File: src/rtl/set_mode_ctrl.sv
// Button conditioning and setting-mode sequencer in front of the alarm/time-setting block.
// Four raw buttons are synchronised and debounced into press pulses that drive the field-select FSM.
module set_mode_ctrl #(
    parameter int DEB_CYCLES     = 20,
    parameter int TIMEOUT_CYCLES = 1000,
    parameter int CNT_W          = 16
) (
    input  logic       clk,
    input  logic       rst,
    input  logic       button1,
    input  logic       button2,
    input  logic       button3,
    input  logic       button4,
    output logic       setting_toggle,
    output logic [1:0] tap_out,
    output logic       inc_pulse,
    output logic       alm_set_pulse,
    output logic [3:0] btn_level
);
    typedef enum logic [1:0] {
        IDLE     = 2'd0,
        SET_SEC  = 2'd1,
        SET_MIN  = 2'd2,
        SET_HOUR = 2'd3
    } state_t;

    localparam logic [CNT_W-1:0] DEB_LAST = CNT_W'(DEB_CYCLES - 1);
    localparam logic [CNT_W-1:0] TO_LAST  = CNT_W'(TIMEOUT_CYCLES - 1);

    logic [3:0]       raw;
    logic [3:0]       raw_s1;
    logic [3:0]       raw_s2;
    logic [3:0]       level;
    logic [3:0]       level_q;
    logic [3:0]       press;
    logic [CNT_W-1:0] deb_cnt [4];
    logic [CNT_W-1:0] to_cnt;
    state_t           state;
    state_t           state_nxt;
    logic             in_set;
    logic             any_press;
    logic             expire;

    assign raw       = {button4, button3, button2, button1};
    assign btn_level = level;

    function automatic logic [1:0] tap_of(input state_t s);
        case (s)
            SET_MIN:  tap_of = 2'd1;
            SET_HOUR: tap_of = 2'd2;
            default:  tap_of = 2'd0;
        endcase
    endfunction

    function automatic state_t advance(input state_t s);
        case (s)
            IDLE:     advance = SET_SEC;
            SET_SEC:  advance = SET_MIN;
            SET_MIN:  advance = SET_HOUR;
            default:  advance = IDLE;
        endcase
    endfunction

    // Stage 1: synchronise, debounce, and turn rising debounced levels into one-cycle presses
    always_ff @(posedge clk) begin
        if (rst) begin
            raw_s1  <= '0;
            raw_s2  <= '0;
            level   <= '0;
            level_q <= '0;
            press   <= '0;
            for (int i = 0; i < 4; i++) begin
                deb_cnt[i] <= '0;
            end
        end else begin
            raw_s1  <= raw;
            raw_s2  <= raw_s1;
            level_q <= level;
            press   <= level & ~level_q;
            for (int i = 0; i < 4; i++) begin
                if (raw_s2[i] == level[i]) begin
                    deb_cnt[i] <= '0;
                end else if (deb_cnt[i] == DEB_LAST) begin
                    level[i]   <= raw_s2[i];
                    deb_cnt[i] <= '0;
                end else begin
                    deb_cnt[i] <= deb_cnt[i] + CNT_W'(1);
                end
            end
        end
    end

    // Stage 2: next-state decode; exit beats advance, and any press in the expiry cycle cancels the timeout
    always_comb begin
        in_set    = (state != IDLE);
        any_press = |press;
        expire    = in_set && !any_press && (to_cnt == TO_LAST);
        state_nxt = state;
        if (in_set) begin
            if (press[3] || expire) begin
                state_nxt = IDLE;
            end else if (press[1]) begin
                state_nxt = advance(state);
            end
        end else if (press[1]) begin
            state_nxt = SET_SEC;
        end
    end

    // Stage 3: registered state, decoded outputs and inactivity counter
    always_ff @(posedge clk) begin
        if (rst) begin
            state          <= IDLE;
            setting_toggle <= 1'b0;
            tap_out        <= 2'd0;
            inc_pulse      <= 1'b0;
            alm_set_pulse  <= 1'b0;
            to_cnt         <= '0;
        end else begin
            state          <= state_nxt;
            setting_toggle <= (state_nxt != IDLE);
            tap_out        <= tap_of(state_nxt);
            inc_pulse      <= press[2] && in_set;
            alm_set_pulse  <= press[0];
            if (!in_set || any_press || expire) begin
                to_cnt <= '0;
            end else begin
                to_cnt <= to_cnt + CNT_W'(1);
            end
        end
    end

endmodule
File: config.mk
export PLATFORM = sky130hd
export DESIGN_NAME = set_mode_ctrl
export DESIGN_NICKNAME = d
export VERILOG_FILES = /design/src/rtl/set_mode_ctrl.sv
export SDC_FILE = /design/constraint.sdc
export NUM_CORES = 1
export LEC_CHECK = 0
export CORE_ASPECT_RATIO = 0.9
export CORE_MARGIN = 3
export CORE_UTILIZATION = 55
export DETAILED_ROUTE_END_ITERATION = 10
export GPL_TIMING_DRIVEN = 0
export PLACE_DENSITY_LB_ADDON = 0.05
export SLEW_MARGIN = 20
export SYNTH_ARGS = -nofsm -noshare
export SYNTH_HDL_FRONTEND = slang
export SYNTH_SLANG_ARGS = --single-unit
File: constraint.sdc
create_clock -name clk -period 2 [get_ports clk]
set_input_delay 0.4 -clock clk [delete_from_list [all_inputs] [get_ports clk]]
set_output_delay 0.4 -clock clk [all_outputs]
set_load 0.005 [all_outputs]
run_1/gate_families.png
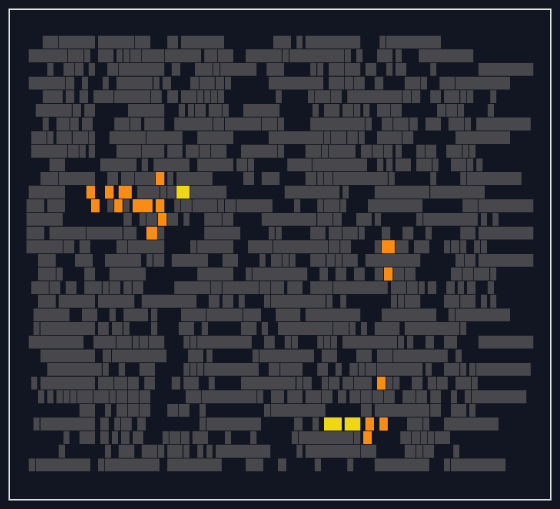
color	family	cells
yellow	AND-OR and OR-AND gates	3
orange	inverting AOI/OAI gates	16
non-filler cells, final: 718
Comb/total area: 0.415

run_1/clock_map.png
The bar under the picture is 20 um long.
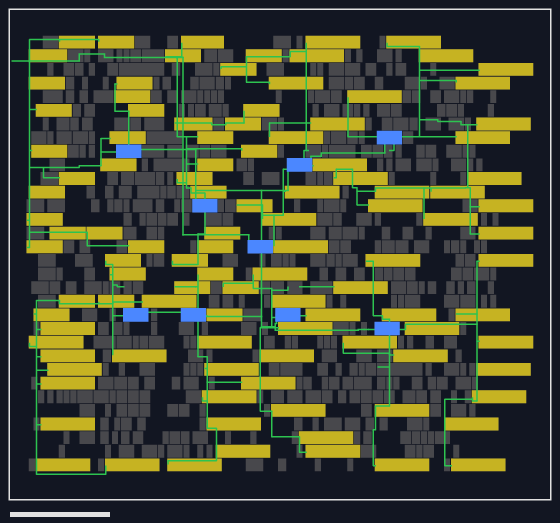
[blue] cells driving clock nets | count: 9
[yellow] flip-flops | count: 107
[green] clock wires | length: 1130 um
routed clock nets	10
Clk power: 0.00126 W
Fin Clk Skew: 20.2 ps
Insertion Delay late pin: 360 ps
Clk pwr share: 0.324

==> results.toml, run 1 <==
# yosys + openroad results
[run_status]
outcome = "finished clean"

[global_route]
grt_usage = 0.175
grt_busiest_layer = "met2"
grt_pass1_vias = 3351
met1_usage = 0.258
grt_pass1_wl_um = 15200
antenna_found_initial = 0

[timing]
finalHoldViolCount = 0
rsz0062_at_grt = "true"
fin_ws_ps = 2.44
tns_ps = 0
slew_viol_final = 0

[floorplan]
die.size.y_um = 97.5
taps = 119
chipWidth_um = 108
core_um2 = 8810

[clocking]
numCtsBuffers = 9
cts_sinks = 107
cts_buffer_depth = 2
clock-root-buffer = "clkbuf_8"
htreeDepth = 3
clk_pin_slew_ps = 100
cts_hold_buf = 0

[cells_and_area]
largest_cell_class = "flip-flops and latches"
reg.largest.list = "deb_cnt: 64 flops, to_cnt: 16 flops"
largest_register_ffs = 64
nNonClkBuffers = 33
comb_area_um2 = 2470
seq_share = 0.468
flop_area_um2 = 2790
lay_top_count = "nor2_1"
logic_gates = 428
lay_top_cells = "nor2_1 (83), edfxtp_1 (64), conb_1 (64)"
n_antenna_cell = 0
top_register = "deb_cnt"
fin_util = 0.676
clockNetworkAreaShare = 0.0323

[min_path]
hold_start = "rst"
worstHoldPathCells = 2
hold_class = "in -> reg"

[power_and_ir_drop]
power-top-group = "sequential cells"
p_per_area_nw_per_um2 = 650
p_int_w = 0.00300
combPwrFrac = 0.040
p_comb_w = 0.000156
irDropWorstVdd_mv = 0.534
p_sw_w = 0.000877
pwr-share-seq = 0.636

[logic_synthesis]
adder_share = 0.0171
numSynthFlops = 107
synthXorXnorAreaFrac = 0.120
ys_seq_frac = 0.543
synth_area_leader_cell = "edfxtp_1"
ys_area_um2 = 5120
yosysMostFrequentCell = "nor2_1"
simple_gate_share = 0.262
edf_count = 64
synth-main-ff-cell = "edfxtp_1"
synth_area_um2 = 5120
top_cells_by_area = "edfxtp_1 (38%), dfxtp_1 (17%), xnor2_1 (8.7%), nor2_1 (6.3%), nand4_1 (3.3%)"
syn-instance-count = 501
ys_top_logic_family = "simple AND/OR/NAND/NOR gates"
aoi_share = 0.0225
synth_async_sr_flop_share = 0

[placement]
post-dp-hpwl_um = 6330
dp.cells = 696
placed_area_um2 = 5640
dp_worst_setup_slack_ps = -286

[setup_path]
path_buffers = 1
setup.worst_path.end = "to_cnt[14]"
cpMostUsedCell = "or4_4"
slowest_stage = "or4_4"
rrSetupSlack_ps = 2
path_depth = 5
start_kind = "flip-flop"
reg2reg_to = "to_cnt[14]"
worst_path_largest_cell_delay_ps = 530
path_delay_family = "simple AND/OR/NAND/NOR gates"
cp-startpoint = "to_cnt[3]"
crit_required_ps = 2260
crit_fanout = 5
crit_path_end_kind = "flip-flop"
reg2regPathDepth = 5

[drt]
ant_nets = 0
vias = 3674
viasPerCell = 5.12
wl_met1_um = 4560
drt_iter0_drc = 183

[flow_run]
log.warning_count = 27
run_1/final_clocks.png
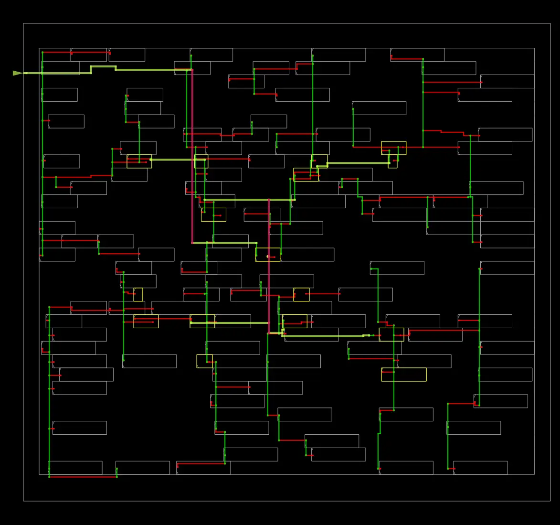
CLK BUF: 10
Flop Count: 107

run_1/port_nets.png
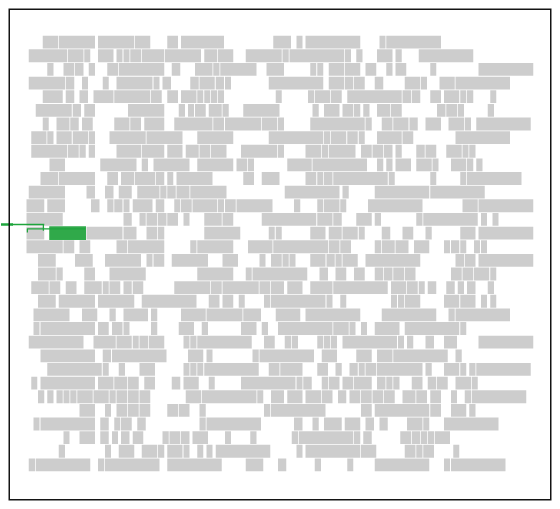
color	port	direction	end cells	buffers	wire
green	setting_toggle	output	1	1	19.6 um
PortBufs: 13
# IOs: 15

==> run 2: changes to the inputs <==
ABC_CLOCK_PERIOD_IN_PS = 2000   (was unset)
SETUP_SLACK_MARGIN = 0.2   (was unset)
==> run 2 against run 1 <==
  * The run now ends with setup timing left
  * First-iteration DRC count down 39%
  * Routed wire length up 9.3%
  * Clock-buffer cell count up 1
  * Cell area up 6.1%
  * Combinational power up 21%
  * Via count up 5.0%
  * Maximum frequency down 1.5%
  * Power up 4.5%
  * Worst setup slack worse by 30 ps
  * Register-to-register slack worse by 30 ps
  * Non-clock buffer count up 26
  * Largest cell class unchanged
==> results.toml, run 2 <==
# yosys + openroad results
[cells_and_area]
largest_cell_class = "flip-flops and latches"
reg.largest.list = "deb_cnt: 64 flops, to_cnt: 16 flops"
seq_share = 0.442
comb_area_frac = 0.414
n_antenna_cell = 0
clockNetworkAreaShare = 0.0344
nClkBuffers = 11
finalNonFillerCells = 744
fin_util = 0.717
flop_area_um2 = 2790
comb_area_um2 = 2620
lay_top_count = "nor2_1"
top_register = "deb_cnt"
flop-count = 107

[timing]
setup_viol_count_final = 13
rsz0062_at_grt = "true"
fin_ws_ps = -27.8
tns_ps = -213
finClkSkew_ps = 7.82

[setup_path]
reg2reg_to = "to_cnt[14]"
crit_required_ps = 2270
cp-startpoint = "to_cnt[11]"
slowest_stage = "or4_4"
worst_path_largest_cell_delay_ps = 570
path_depth = 6
rrSetupSlack_ps = -30
cpMostUsedCell = "or4_4"
start_kind = "flip-flop"
path_buffers = 2
setup.worst_path.end = "to_cnt[14]"

[floorplan]
core_um2 = 8810
chipWidth_um = 108
taps = 119
num_io_pins = 15
die.size.y_um = 97.5

[power_and_ir_drop]
power-top-group = "sequential cells"
p_per_area_nw_per_um2 = 640
p_int_w = 0.00317
pwr-share-seq = 0.610
clkPwrFrac = 0.344

[logic_synthesis]
aoi_share = 0.0225
synthXorXnorAreaFrac = 0.120
ys_seq_frac = 0.543
synth_async_sr_flop_share = 0
synth_area_um2 = 5120
simple_gate_share = 0.262
yosysMostFrequentCell = "nor2_1"
synth-main-ff-cell = "edfxtp_1"
top_cells_by_area = "edfxtp_1 (38%), dfxtp_1 (17%), xnor2_1 (8.7%), nor2_1 (6.3%), nand4_1 (3.3%)"
adder_share = 0.0171
edf_count = 64
ys_top_logic_family = "simple AND/OR/NAND/NOR gates"

[drt]
wl_met1_um = 4550
viasPerCell = 5.18
vias = 3856
drt_iter0_drc = 112
ant_nets = 0

[clocking]
cts_sinks = 107
cts_hold_buf = 0
cts_buffer_depth = 2
htreeDepth = 3
clock-root-buffer = "clkbuf_8"
clk_pin_slew_ps = 100
clock_latency_ps = 360

[run_status]
violations = "setup timing"
outcome = "finished with violations"

[min_path]
hold_class = "in -> reg"
worstHoldPathCells = 2

[global_route]
grt_busiest_layer = "met2"
grt_pass1_wl_um = 16400
met1_usage = 0.268
antenna_found_initial = 0
grt_usage = 0.191

[placement]
placed_area_um2 = 5640
dp_worst_setup_slack_ps = -306
portBuffers = 13
dp.cells = 696
run_2/port_nets.png
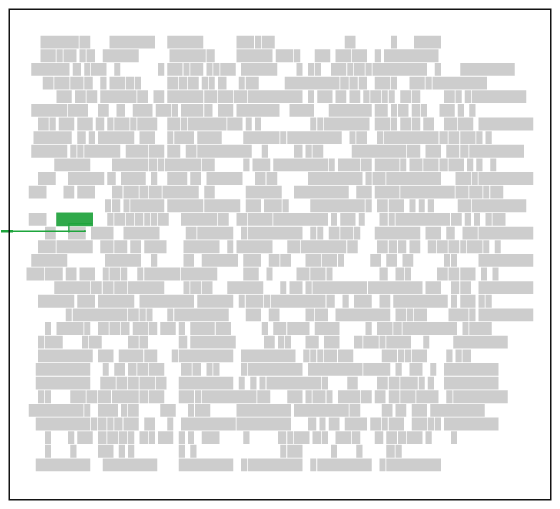

==> run 3: changes to the inputs <==
CORE_ASPECT_RATIO = 2   (was 0.9)
==> run 3 against run 2 <==
  * Sequential share of layout area is 0.33 points higher
  * Worst setup slack improved by 28 ps
  * Cell area fell by 0.79%
  * The flow now finishes without violations
  * Utilization shrank 2.2 points
  * Largest cell class unchanged
  * Critical endpoint is now to_cnt[10]
  * Highest routed layer unchanged
==> results.toml, run 3 <==
# yosys + openroad results
[cells_and_area]
finalNonFillerCells = 716
top_register = "deb_cnt"
clockNetworkAreaShare = 0.0479
fin_util = 0.696
flop-count = 107
flop_area_um2 = 2790
reg.largest.list = "deb_cnt: 64 flops, to_cnt: 16 flops"
lay_top_count = "nor2_1"
n_antenna_cell = 0
lay_top_cells = "nor2_1 (81), edfxtp_1 (64), conb_1 (64)"
buf_share = 0.0645
nNonClkBuffers = 48
largest_cell_class = "flip-flops and latches"
seq_share = 0.445
largest_register_ffs = 64
comb_area_frac = 0.413
logic_gates = 428
comb_area_um2 = 2590

[power_and_ir_drop]
p_per_area_nw_per_um2 = 706
p_comb_w = 0.000182
clkPwrFrac = 0.401
p_int_w = 0.00346
power-top-group = "sequential cells"
p_sw_w = 0.000965
pwr-share-seq = 0.558
pg_clk_w = 0.00177
combPwrFrac = 0.041
irDropWorstVdd_mv = 0.523

[placement]
post-dp-hpwl_um = 6900
placed_area_um2 = 5620
portBuffers = 13
dp_worst_setup_slack_ps = -205
dp.cells = 679

[floorplan]
num_io_pins = 15
core_um2 = 9010
chipWidth_um = 74.2
die.size.y_um = 142
taps = 102

[setup_path]
rrSetupSlack_ps = 0.3
crit_fanout = 10
path_depth = 6
reg2regPathDepth = 6
path_delay_family = "simple AND/OR/NAND/NOR gates"
crit_required_ps = 2230
reg2reg_to = "to_cnt[10]"
start_kind = "flip-flop"
cpMostUsedCell = "or4_4"
cp-startpoint = "to_cnt[3]"
worst_path_largest_cell_delay_ps = 550
path_buffers = 2
setup.worst_path.end = "to_cnt[10]"
slowest_stage = "or4_4"
crit_path_end_kind = "flip-flop"

[logic_synthesis]
adder_share = 0.0171
top_cells_by_area = "edfxtp_1 (38%), dfxtp_1 (17%), xnor2_1 (8.7%), nor2_1 (6.3%), nand4_1 (3.3%)"
aoi_share = 0.0225
synth-main-ff-cell = "edfxtp_1"
ys_seq_frac = 0.543
synth_area_leader_cell = "edfxtp_1"
numSynthFlops = 107
synthXorXnorAreaFrac = 0.120
yosysMostFrequentCell = "nor2_1"
synth_async_sr_flop_share = 0
synth_area_um2 = 5120
syn-instance-count = 501
yosys-top-cells-count = "nor2_1 (86), edfxtp_1 (64), xnor2_1 (51)"
ys_top_logic_family = "simple AND/OR/NAND/NOR gates"
ys_area_um2 = 5120
simple_gate_share = 0.262
edf_count = 64

[global_route]
grtUsageMet2 = 0.367
met1_usage = 0.218
grt_pass1_wl_um = 16800
antenna_found_initial = 0
grt_pass1_vias = 3923
grt_busiest_layer = "met2"

[clocking]
cts_hold_buf = 0
clk_pin_slew_ps = 70
cts_sinks = 107
clock_latency_ps = 350
clock-root-buffer = "clkbuf_16"
numCtsBuffers = 9
cts_buffer_depth = 2
htreeDepth = 3

[min_path]
worstHoldPathCells = 1
hold_start = "level_q[3]"
hold_class = "reg -> reg"

[drt]
drt_iter0_drc = 209
wl_met2_um = 5710
wl_met1_um = 3810
viasPerCell = 5.42
ant_nets = 0

[timing]
tns_ps = 0
setup_viol_count_final = 0
slew_viol_final = 0
finClkSkew_ps = 7.15
rsz0062_at_grt = "true"
worst_pin_slew_ps = 501
finalHoldViolCount = 0

[flow_run]
log.warning_count = 29

[run_status]
outcome = "finished clean"
run_3/metal_stack.png
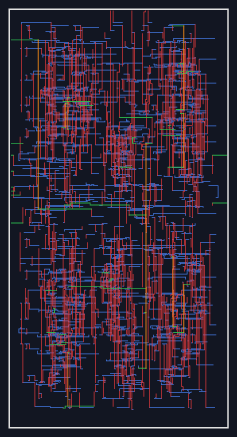
color	layer	wire length
green	met3	222 um
red	met2	5710 um
orange	met4	259 um
blue	met1	3810 um
GR Util All Layers: 0.204
Vias: 3880
DR WL/cell: 14.0 um
drt total wl: 10000 um

Power and IR drop assume default switching activity.
